$ cat src/rtl/gf_alu_pkg.sv
// gf_alu_pkg -- shared definitions for the gf_alu_2 sequencer slice.
//   OP_*        : operation encodings presented on the request bus
//   seq_state_t : sequencer FSM states
//   ALU_LAT_DEF : default input-to-output latency of the 2-bit ALU slice
package gf_alu_pkg;

    localparam logic [1:0] OP_AND   = 2'd0;
    localparam logic [1:0] OP_XOR   = 2'd1;
    localparam logic [1:0] OP_ARITH = 2'd2;

    localparam int ALU_LAT_DEF = 7;

    typedef enum logic [1:0] {
        ST_IDLE  = 2'd0,
        ST_ISSUE = 2'd1,
        ST_WAIT  = 2'd2,
        ST_DONE  = 2'd3
    } seq_state_t;

endpackage

$ cat src/rtl/gf_alu_2_seq_if.sv
// gf_alu_2_seq_if -- request/response handshake bus of the sequencer.
//   request : in_valid/in_ready, x, y, op, cmpl_x, cmpl_y, carry_in
//   response: out_valid/out_ready, z, cout, ovf
//   master  : the requester/consumer side
//   slave   : the sequencer side
interface gf_alu_2_seq_if #(
    parameter int WIDTH = 8
);
    logic             in_valid;
    logic             in_ready;
    logic [WIDTH-1:0] x;
    logic [WIDTH-1:0] y;
    logic [1:0]       op;
    logic             cmpl_x;
    logic             cmpl_y;
    logic             carry_in;
    logic             out_valid;
    logic             out_ready;
    logic [WIDTH-1:0] z;
    logic             cout;
    logic             ovf;

    modport master (
        output in_valid, x, y, op, cmpl_x, cmpl_y, carry_in, out_ready,
        input  in_ready, out_valid, z, cout, ovf
    );

    modport slave (
        input  in_valid, x, y, op, cmpl_x, cmpl_y, carry_in, out_ready,
        output in_ready, out_valid, z, cout, ovf
    );
endinterface

$ cat src/rtl/gf_alu_tag_line.sv
// gf_alu_tag_line -- DEPTH-stage shift register of {valid, digit index}
// that tracks which ALU return belongs to which issued digit.
//   clk, rst           : clock, synchronous active-high clear of all tags
//   push_vld, push_idx : tag entering this cycle
//   pop_vld, pop_idx   : tag leaving after DEPTH cycles
module gf_alu_tag_line #(
    parameter int DEPTH = 7,
    parameter int IDX_W = 2
) (
    input  logic             clk,
    input  logic             rst,
    input  logic             push_vld,
    input  logic [IDX_W-1:0] push_idx,
    output logic             pop_vld,
    output logic [IDX_W-1:0] pop_idx
);

    logic [DEPTH-1:0]            vld_q;
    logic [DEPTH-1:0][IDX_W-1:0] idx_q;

    always_ff @(posedge clk) begin
        if (rst) begin
            vld_q <= '0;
            idx_q <= '0;
        end else begin
            vld_q[0] <= push_vld;
            idx_q[0] <= push_idx;
            for (int i = 1; i < DEPTH; i++) begin
                vld_q[i] <= vld_q[i-1];
                idx_q[i] <= idx_q[i-1];
            end
        end
    end

    assign pop_vld = vld_q[DEPTH-1];
    assign pop_idx = idx_q[DEPTH-1];

endmodule

$ cat src/rtl/gf_alu_2_seq.sv
// gf_alu_2_seq -- splits WIDTH-bit operations into 2-bit digits (LS first),
// feeds them to a pipelined 2-bit ALU slice and reassembles the result.
//   clk, rst  : clock, synchronous active-high reset
//   bus       : request/response handshake (slave side)
//   alu_*     : digit, carry, end marker and op/complement lines to the ALU,
//               plus its zout/overflow/carry_out returns
module gf_alu_2_seq
    import gf_alu_pkg::*;
#(
    parameter int WIDTH   = 8,
    parameter int ALU_LAT = ALU_LAT_DEF
) (
    input  logic                 clk,
    input  logic                 rst,
    gf_alu_2_seq_if.slave        bus,
    output logic [1:0]           alu_xin,
    output logic [1:0]           alu_yin,
    output logic                 alu_carry_in,
    output logic                 alu_end_bar,
    output logic                 alu_cmpl_x,
    output logic                 alu_cmpl_y,
    output logic                 alu_op_and,
    output logic                 alu_op_xor,
    output logic                 alu_op_arith,
    input  logic [1:0]           alu_zout,
    input  logic                 alu_overflow,
    input  logic                 alu_carry_out
);

    localparam int D     = WIDTH / 2;
    localparam int IDX_W = (D > 1) ? $clog2(D) : 1;
    localparam logic [IDX_W-1:0] LAST = IDX_W'(D - 1);

    seq_state_t       state, state_nxt;
    logic [WIDTH-1:0] x_q, y_q, z_q;
    logic [1:0]       op_q;
    logic             cx_q, cy_q, carry_q, cout_q, ovf_q;
    logic [IDX_W-1:0] k_q;
    logic             issue, accept;
    logic             cap_vld, cap_last;
    logic [IDX_W-1:0] cap_idx;

    assign issue    = (state == ST_ISSUE);
    assign accept   = (state == ST_IDLE) && bus.in_valid;
    assign cap_last = cap_vld && (cap_idx == LAST);

    gf_alu_tag_line #(.DEPTH(ALU_LAT), .IDX_W(IDX_W)) u_tag_line (
        .clk      (clk),
        .rst      (rst),
        .push_vld (issue),
        .push_idx (k_q),
        .pop_vld  (cap_vld),
        .pop_idx  (cap_idx)
    );

    // State register
    always_ff @(posedge clk) begin
        if (rst) state <= ST_IDLE;
        else     state <= state_nxt;
    end

    // Next state: logic ops stream all digits back-to-back; ARITH issues one
    // digit and waits for its carry to come back before issuing the next.
    always_comb begin
        state_nxt = state;
        case (state)
            ST_IDLE:  if (bus.in_valid) state_nxt = ST_ISSUE;
            ST_ISSUE: if (op_q == OP_ARITH || k_q == LAST) state_nxt = ST_WAIT;
            ST_WAIT: begin
                if (cap_last)                           state_nxt = ST_DONE;
                else if (cap_vld && op_q == OP_ARITH)   state_nxt = ST_ISSUE;
            end
            ST_DONE:  if (bus.out_ready) state_nxt = ST_IDLE;
            default:  state_nxt = ST_IDLE;
        endcase
    end

    // Operand latch, digit counter and result capture
    always_ff @(posedge clk) begin
        if (rst) begin
            x_q     <= '0;
            y_q     <= '0;
            op_q    <= '0;
            cx_q    <= 1'b0;
            cy_q    <= 1'b0;
            carry_q <= 1'b0;
            k_q     <= '0;
            z_q     <= '0;
            cout_q  <= 1'b0;
            ovf_q   <= 1'b0;
        end else begin
            if (accept) begin
                x_q     <= bus.x;
                y_q     <= bus.y;
                op_q    <= bus.op;
                cx_q    <= bus.cmpl_x;
                cy_q    <= bus.cmpl_y;
                carry_q <= bus.carry_in;
                k_q     <= '0;
                z_q     <= '0;
                cout_q  <= 1'b0;
                ovf_q   <= 1'b0;
            end
            if (issue) k_q <= k_q + 1'b1;
            if (cap_vld) begin
                z_q[2*cap_idx +: 2] <= alu_zout;
                // Registered carry feeds the next ARITH digit issue.
                carry_q <= alu_carry_out;
                if (cap_last) begin
                    cout_q <= alu_carry_out;
                    ovf_q  <= alu_overflow;
                end
            end
        end
    end

    // Outputs: ALU lines are live only in the issue cycle of a digit.
    always_comb begin
        alu_xin      = 2'b00;
        alu_yin      = 2'b00;
        alu_carry_in = 1'b0;
        alu_end_bar  = 1'b0;
        alu_cmpl_x   = 1'b0;
        alu_cmpl_y   = 1'b0;
        alu_op_and   = 1'b0;
        alu_op_xor   = 1'b0;
        alu_op_arith = 1'b0;
        if (issue) begin
            alu_xin      = x_q[2*k_q +: 2];
            alu_yin      = y_q[2*k_q +: 2];
            alu_carry_in = (op_q == OP_ARITH) ? carry_q : 1'b0;
            alu_end_bar  = (k_q != LAST);
            alu_cmpl_x   = cx_q;
            alu_cmpl_y   = cy_q;
            alu_op_and   = (op_q == OP_AND);
            alu_op_xor   = (op_q == OP_XOR);
            alu_op_arith = (op_q == OP_ARITH);
        end
    end

    assign bus.in_ready  = (state == ST_IDLE);
    assign bus.out_valid = (state == ST_DONE);
    assign bus.z         = z_q;
    assign bus.cout      = cout_q;
    assign bus.ovf       = ovf_q;

endmodule

$ cat src/flat_wrapper.sv
// flat-port wrapper written by rule: the top's interface ports become plain ports
module gf_alu_2_seq_flat import gf_alu_pkg::*;
#(
    parameter int WIDTH   = 8,
    parameter int ALU_LAT = ALU_LAT_DEF
)
  (clk, rst, alu_xin, alu_yin, alu_carry_in, alu_end_bar, alu_cmpl_x, alu_cmpl_y, alu_op_and, alu_op_xor, alu_op_arith, alu_zout, alu_overflow, alu_carry_out, bus_in_valid, bus_x, bus_y, bus_op, bus_cmpl_x, bus_cmpl_y, bus_carry_in, bus_out_ready, bus_in_ready, bus_out_valid, bus_z, bus_cout, bus_ovf);
  gf_alu_2_seq_if #(.WIDTH(WIDTH)) bus_i ();
  input  logic clk;
  input  logic rst;
  output logic [1:0] alu_xin;
  output logic [1:0] alu_yin;
  output logic alu_carry_in;
  output logic alu_end_bar;
  output logic alu_cmpl_x;
  output logic alu_cmpl_y;
  output logic alu_op_and;
  output logic alu_op_xor;
  output logic alu_op_arith;
  input  logic [1:0] alu_zout;
  input  logic alu_overflow;
  input  logic alu_carry_out;
  input wire logic [$bits(bus_i.in_valid)-1:0] bus_in_valid;
  input wire logic [$bits(bus_i.x)-1:0] bus_x;
  input wire logic [$bits(bus_i.y)-1:0] bus_y;
  input wire logic [$bits(bus_i.op)-1:0] bus_op;
  input wire logic [$bits(bus_i.cmpl_x)-1:0] bus_cmpl_x;
  input wire logic [$bits(bus_i.cmpl_y)-1:0] bus_cmpl_y;
  input wire logic [$bits(bus_i.carry_in)-1:0] bus_carry_in;
  input wire logic [$bits(bus_i.out_ready)-1:0] bus_out_ready;
  output wire logic [$bits(bus_i.in_ready)-1:0] bus_in_ready;
  output wire logic [$bits(bus_i.out_valid)-1:0] bus_out_valid;
  output wire logic [$bits(bus_i.z)-1:0] bus_z;
  output wire logic [$bits(bus_i.cout)-1:0] bus_cout;
  output wire logic [$bits(bus_i.ovf)-1:0] bus_ovf;
  assign bus_i.in_valid = bus_in_valid;
  assign bus_i.x = bus_x;
  assign bus_i.y = bus_y;
  assign bus_i.op = bus_op;
  assign bus_i.cmpl_x = bus_cmpl_x;
  assign bus_i.cmpl_y = bus_cmpl_y;
  assign bus_i.carry_in = bus_carry_in;
  assign bus_i.out_ready = bus_out_ready;
  assign bus_in_ready = bus_i.in_ready;
  assign bus_out_valid = bus_i.out_valid;
  assign bus_z = bus_i.z;
  assign bus_cout = bus_i.cout;
  assign bus_ovf = bus_i.ovf;
  gf_alu_2_seq #(.WIDTH(WIDTH), .ALU_LAT(ALU_LAT)) u_core (.clk(clk), .rst(rst), .bus(bus_i), .alu_xin(alu_xin), .alu_yin(alu_yin), .alu_carry_in(alu_carry_in), .alu_end_bar(alu_end_bar), .alu_cmpl_x(alu_cmpl_x), .alu_cmpl_y(alu_cmpl_y), .alu_op_and(alu_op_and), .alu_op_xor(alu_op_xor), .alu_op_arith(alu_op_arith), .alu_zout(alu_zout), .alu_overflow(alu_overflow), .alu_carry_out(alu_carry_out));
endmodule
$ cat config.mk
export PLATFORM = sky130hd
export DESIGN_NAME = gf_alu_2_seq_flat
export DESIGN_NICKNAME = d
export VERILOG_FILES = /design/src/rtl/gf_alu_pkg.sv /design/src/rtl/gf_alu_2_seq_if.sv /design/src/rtl/gf_alu_tag_line.sv /design/src/rtl/gf_alu_2_seq.sv /design/src/flat_wrapper.sv
export SDC_FILE = /design/constraint.sdc
export NUM_CORES = 1
export LEC_CHECK = 0
export ABC_AREA = 1
export CAP_MARGIN = 0
export CORE_MARGIN = 4
export CORE_UTILIZATION = 30
export DETAILED_ROUTE_END_ITERATION = 6
export PLACE_DENSITY = 0.51
export SETUP_SLACK_MARGIN = 0.02
export SLEW_MARGIN = 20
export SYNTH_ARGS = -nofsm -noshare
export SYNTH_HDL_FRONTEND = slang
export SYNTH_SLANG_ARGS = --single-unit
$ cat constraint.sdc
create_clock -name clk -period 2 [get_ports clk]
set_clock_uncertainty 0.2 [all_clocks]
set_input_delay 0.2 -clock clk [delete_from_list [all_inputs] [get_ports clk]]
set_output_delay 0.2 -clock clk [all_outputs]
set_load 0.005 [all_outputs]
==> summary.txt, run 1 <==
Flow results follow.

In the final layout, the share of cells above drive strength 1 is 7.74%. After Yosys synthesis, and, or, nand and nor cells account for 24.8% of the synthesized area. The mean routed wirelength per cell is 11.3 µm.

The largest total area in the synthesized netlist belongs to sky130_fd_sc_hd__dfxtp_1. The endpoint of the worst hold path is u_core.u_tag_line.pop_idx[0]. The xor/xnor share of the synthesized area is 0%. The net switching power is 1.06 mW. Of all nets on the critical path, the largest fanout is 13.

STA reports the tightest min-delay check as being of type reg -> reg. The wire length the detailed router placed on met1 is 2.65 mm. Setup repair after global routing could not meet its margin everywhere. The worst endpoint required time is 1600 ps. The top cell type's share of synthesized area is 49.8%. Clock tree synthesis inserted a total of 5 buffers. Routing resource usage on met3 recorded by global route was 2.63%. Per the skew report, the later register of the worst-skew pair sees a clock latency of 300 ps. The detailed placer reported the number of placed instances as 440. The minimum period implied by the final worst setup slack is 1890 ps. Following the worst setup path forward leads to its endpoint at alu_op_arith. The overall die size recorded for this design is 8960 µm².

The end-of-flow core utilization is 41.2%. The most frequent cell after synthesis is sky130_fd_sc_hd__nor2_1. After layout, the design draws a total of 3.06 mW. The detailed router placed 1915 vias in this run. The post-synthesis instance total is 297. The first global-routing pass estimated 8.64 mm of wire. The area of the synthesized netlist per yosys stat is 2250 µm². The final count of hold timing violations is 0. The run finished with clean final reports. The capture point of the worst register-to-register path is recorded as u_core.bus.z[5]. Cell internal power was estimated by the tool at 2.00 mW. The clock tree has to reach 56 sinks. The total nets after synthesis is 332. The layer with the highest usage is met2. The top routing layer in use is met4. Sorting the synthesized cells by how often they occur yields 80 x sky130_fd_sc_hd__nor2_1, 56 x sky130_fd_sc_hd__dfxtp_1, 38 x sky130_fd_sc_hd__inv_1, 23 x sky130_fd_sc_hd__nand2_1, 19 x sky130_fd_sc_hd__o21ai_1. Per the slew report, the remaining headroom to the max-slew limit stands at 79.9%. The leakage dissipation is 1.27 nW. STA classifies the critical path endpoint as an output port. The number of max-cap violations is 0. The die outline width is 94.6 µm. The launching element of the worst setup path is u_core.state[1]. The worst-case register-to-register setup slack is 310 ps. The first routing iteration left 76 violations. The count of instances resized after the clock tree is built is 18. Per the detail_route report, DRC violations left total 0. The number of global-route vias before repair is 1866.
run 1: layout by cell type, fill, tap and decap left out:
cell	Yosys	final
sky130_fd_sc_hd__dfxtp_2	0	1
sky130_fd_sc_hd__ha_1	6	6
sky130_fd_sc_hd__dlymetal6s2s_1	0	3
sky130_fd_sc_hd__nand2_4	1	1
sky130_fd_sc_hd__o22a_1	1	1
sky130_fd_sc_hd__clkbuf_8	0	6
sky130_fd_sc_hd__inv_2	1	1
sky130_fd_sc_hd__clkinv_1	1	1
sky130_fd_sc_hd__o21ai_1	19	19
sky130_fd_sc_hd__buf_12	0	2
sky130_fd_sc_hd__inv_4	1	2
sky130_fd_sc_hd__nor3_2	0	2
sky130_fd_sc_hd__a21oi_1	18	18
sky130_fd_sc_hd__a211oi_1	1	1
sky130_fd_sc_hd__clkdlybuf4s50_1	0	42
sky130_fd_sc_hd__nand4_1	4	4
sky130_fd_sc_hd__nand3_1	13	13
sky130_fd_sc_hd__o21ai_0	12	12
sky130_fd_sc_hd__nand2_1	23	23
sky130_fd_sc_hd__nor2_1	80	80
sky130_fd_sc_hd__clkinv_2	0	2
sky130_fd_sc_hd__nand2_8	0	1
sky130_fd_sc_hd__dfxtp_1	56	52
sky130_fd_sc_hd__nor3b_2	0	1
sky130_fd_sc_hd__buf_4	2	2
sky130_fd_sc_hd__nand3_2	1	1
sky130_fd_sc_hd__nor2_4	2	2
sky130_fd_sc_hd__a22o_1	1	1
sky130_fd_sc_hd__dlygate4sd2_1	0	6
sky130_fd_sc_hd__nor3_1	5	3
sky130_fd_sc_hd__inv_1	38	37
sky130_fd_sc_hd__dfxtp_4	0	3
run 1: through the flow:
step	worst slack [ps]	hold WS, ps
finish	105	201
global route	17.9	222
CTS	34.4	204
floorplan	519	84.0
detailed placement	144	195
global placement	182	189
run 1: state kept, by name, summed over array words and instances (netlist names), 2 cells and up:
register,count
u_core.op_q,2
u_core.u_tag_line.pop_idx,2
u_core.u_tag_line.vld_q,7
u_core.k_q,2
u_core.bus.z,8
u_core.x_q,8
u_core.state,2
u_core.u_tag_line.idx_q,12
u_core.y_q,8
run 1: final cells by class:
| class | count | area [µm²] | area share (%) |
|---|---|---|---|
| Multi-Input combinational cell | 189 | 933 | 31.0 |
| Inverter | 41 | 159 | 5.28 |
| Tap cell | 99 | 124 | 4.12 |
| Clock inverter | 2 | 10.0 | 0.333 |
| Timing Repair Buffer | 55 | 566 | 18.8 |
| Sequential cell | 56 | 1130 | 37.7 |
| Clock buffer | 6 | 82.6 | 2.75 |
run 1: critical path: stages, from the launching register on:
cell and delay [ps]:
sky130_fd_sc_hd__dfxtp_4 380, sky130_fd_sc_hd__inv_4 90, sky130_fd_sc_hd__nand2_8 100, sky130_fd_sc_hd__nor2_1 120
sky130_fd_sc_hd__clkdlybuf4s50_1 500
run 1: power groups by stage:
stage          combinational, mW  clock [mW]  sequential (mW)
2_1_floorplan              0.684           0             1.38
4_1_cts                     1.03       0.652             1.42
3_3_place_gp                1.01           0             1.41
6_report                    1.01       0.625             1.42
5_1_grt                     1.15       0.694             1.45
3_5_place_dp                1.02           0             1.41
Run 1, M1 wires:
The bar under the picture is 20 µm long.
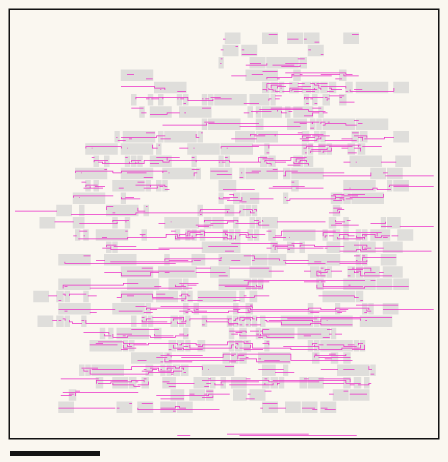
nets with wire on the layer: 349
longest straight run: 29.9 µm
main direction: horizontal

Run 1, signal wires on met2:
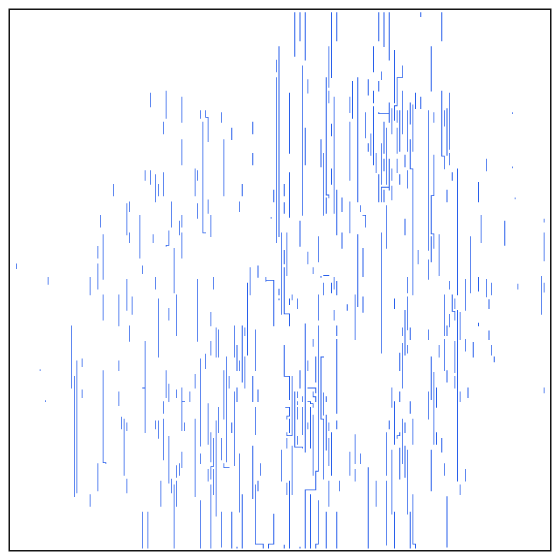
wire length on this layer: 2150 µm
nets with wire on the layer: 286

Run 1, M3 wires:
The bar under the picture is 20 µm long.
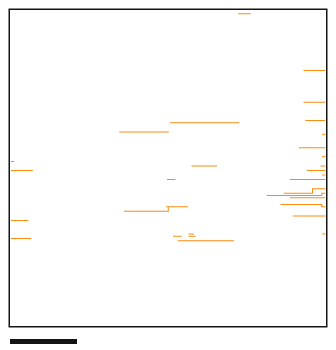
share of all routed wire: 4.3%
nets with wire on the layer: 28
longest straight run: 20.5 µm

Run 1, cells by drive strength:
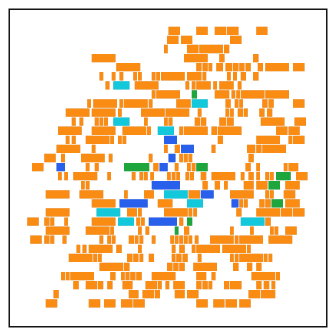
legend:
  drive 6 and up:
    colour: cyan
    cells: 9
    share: 2.6%
    most_used: clkbuf_8
  drive 3 to 4:
    colour: blue
    cells: 10
    share: 2.9%
    most_used: dfxtp_4
  drive 1 or less:
    colour: orange
    cells: 322
    share: 92%
    most_used: nor2_1
  drive 2:
    colour: green
    cells: 8
    share: 2.3%

==> run 1 -> run 2 <==
CTS_BUF_LIST = sky130_fd_sc_hd__clkbuf_8   (was default)
Run 2, cells by drive strength:
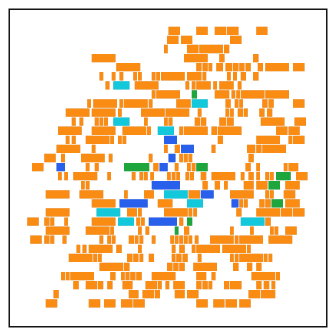
legend:
  drive 6 and up:
    colour: cyan
    cells: 9
    share: 2.6%
    most_used: clkbuf_8
  drive 2:
    colour: green
    cells: 8
    share: 2.3%
  drive 1 or less:
    colour: orange
    cells: 322
    share: 92%
    most_used: nor2_1
  drive 3 to 4:
    colour: blue
    cells: 10
    share: 2.9%
    most_used: dfxtp_4

Run 2, signal wires on met2:
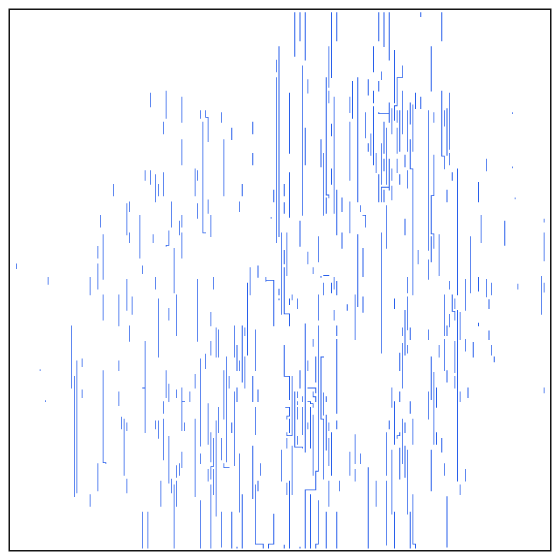
nets with wire on the layer: 286
longest straight run: 33.3 µm

==> run 2 against run 1 <==
Net effect:
- count of clock-buffer cells in the layout did not move
- synthesized cell count did not move
- sequential share of layout area did not move
- clock power barely moved
- non-clock buffer count did not move
- die area did not move
- critical path type unchanged
- largest power group unchanged
- highest routed layer unchanged
- via count did not move
- first-iteration DRC count did not move
- combinational power barely moved
- global-route usage did not move
- routed wire length did not move
- register-to-register slack barely moved
==> summary.txt, run 2 <==
Flow results follow.

The clock buffer count from CTS came to 5 (unchanged). The insertion delay to the later sink of the worst-skew pair is 300 ps (about the same). The number of global-route vias before repair was 1866 (unchanged). The report lists the cells along the critical path as inv_4 -> nand2_8 -> nor2_1 -> clkdlybuf4s50_1. The total power was 3.06 mW (unchanged).

The combined buffer and inverter count along the critical path is 2 (unchanged). The area of the die is 8960 µm² (unchanged). The detailed-router iteration count before antenna repair is 4.

The end-of-flow core utilization was 41.2% (unchanged). The post-place setup slack is 144 ps (unchanged). The slowest stage cell on the critical path is sky130_fd_sc_hd__clkdlybuf4s50_1. The mean routed wirelength per cell was 11.3 µm (unchanged). The die outline width is 94.6 µm (unchanged). The least setup slack across all paths after layout came to 105 ps (unchanged).

Leaving out fill and tap cells, the most frequent cells in the layout are 80 x sky130_fd_sc_hd__nor2_1, 52 x sky130_fd_sc_hd__dfxtp_1, 42 x sky130_fd_sc_hd__clkdlybuf4s50_1. The path class of the tightest hold or removal check is reg -> reg. The global-route track usage on met3 was 2.63% (unchanged). The normalized max-slew margin is 79.9% (unchanged). The wire length of the first global-routing pass is 8.64 mm (unchanged). The minimum period implied by the final worst setup slack was 1890 ps (unchanged). The largest register by flop count is u_core.u_tag_line.idx_q.

The area of the synthesized netlist per yosys stat is 2250 µm² (unchanged). The flow ran to the end, and the final reports show no timing, DRC or antenna violations. Setup repair after global routing could not meet its margin everywhere. The clock sink count is 56 (unchanged). The most common logic cell in the final layout is sky130_fd_sc_hd__nor2_1. The worst endpoint required time is 1600 ps (about the same). The fraction of layout cells with a size suffix above 1 was 7.74% (unchanged). Pins over their slew limit in the final report were tallied at 0. The layer with the highest usage is met2.

The maximum fanout along the worst path was 13 (unchanged). The remaining design rule violation count came to 0 (unchanged). The total internal power was 2.00 mW (unchanged). The worst setup path is captured at an output port. The top cell type's share of synthesized area came to 49.8% (unchanged).

The number of max-cap violations came to 0 (unchanged). The most frequent cell after synthesis is sky130_fd_sc_hd__nor2_1. OpenSTA lists the critical path startpoint as u_core.state[1]. The H-tree was split into 2 levels. The cell family with the largest share of critical-path delay is buffers and inverters.
## run 2: cell families (layout without fill, tap and decap cells)
family	count (synthesis)	in the layout	synth area share, %
simple gates	131	131	24.8
flops	56	56	49.8
compound gates	52	52	12.0
buf+inv	52	104	10.1
fa+ha+maj	6	6	3.33
## run 2: worst paths after layout
check                                  to  slack [ps]  cells after the start
max reg2reg               u_core.bus.z[5]         310                      6
min reg2reg  u_core.u_tag_line.pop_idx[0]         200                      2
min          u_core.u_tag_line.pop_idx[0]         200                      2
max                          alu_op_arith         110                      4
## run 2: through the flow
stage	instance area [µm²]	std cells
6_report	3010	448
5_1_grt	3010	448
4_1_cts	2990	448
3_5_place_dp	2870	440
3_3_place_gp	2870	440
2_1_floorplan	2250	297
## run 2: final cells by class
type / count / area (µm²) / share of cell area, %
Clock buffer: 6 / 82.6 / 2.75
Clock inverter: 2 / 10.0 / 0.333
Inverter: 41 / 159 / 5.28
Multi-Input combinational cell: 189 / 933 / 31.0
Sequential cell: 56 / 1130 / 37.7
Tap cell: 99 / 124 / 4.12
Timing Repair Buffer: 55 / 566 / 18.8
## run 2: worst reg2reg max path, cell delays in order (launching register included)
cell and delay [ps]:
sky130_fd_sc_hd__dfxtp_1 420, sky130_fd_sc_hd__inv_1 140, sky130_fd_sc_hd__ha_1 330, sky130_fd_sc_hd__inv_1 80
sky130_fd_sc_hd__nor3_1 210, sky130_fd_sc_hd__nand4_1 120, sky130_fd_sc_hd__a21oi_1 130
## run 2: power by group through the flow
| stage | logic (mW) | clock network, mW | registers, mW |
|---|---|---|---|
| 3_5_place_dp | 1.02 | 0 | 1.41 |
| 4_1_cts | 1.03 | 0.652 | 1.42 |
| 2_1_floorplan | 0.684 | 0 | 1.38 |
| 3_3_place_gp | 1.01 | 0 | 1.41 |
| 6_report | 1.01 | 0.625 | 1.42 |
| 5_1_grt | 1.15 | 0.694 | 1.45 |
## run 2: timing repair
action                     in CTS  in global routing
hold endpoints to repair        0                  0
setup endpoints to repair      11                  3
pin swaps                       0                  0
gates resized                  18                  5
## run 2: metal layers
metal  vias up  routed length (µm)
li1       1033                   -
met4         0                  55
met5         -                   0
met3         4                 218
met1       840                2650
met2        38                2150
Power and IR drop assume default switching activity.
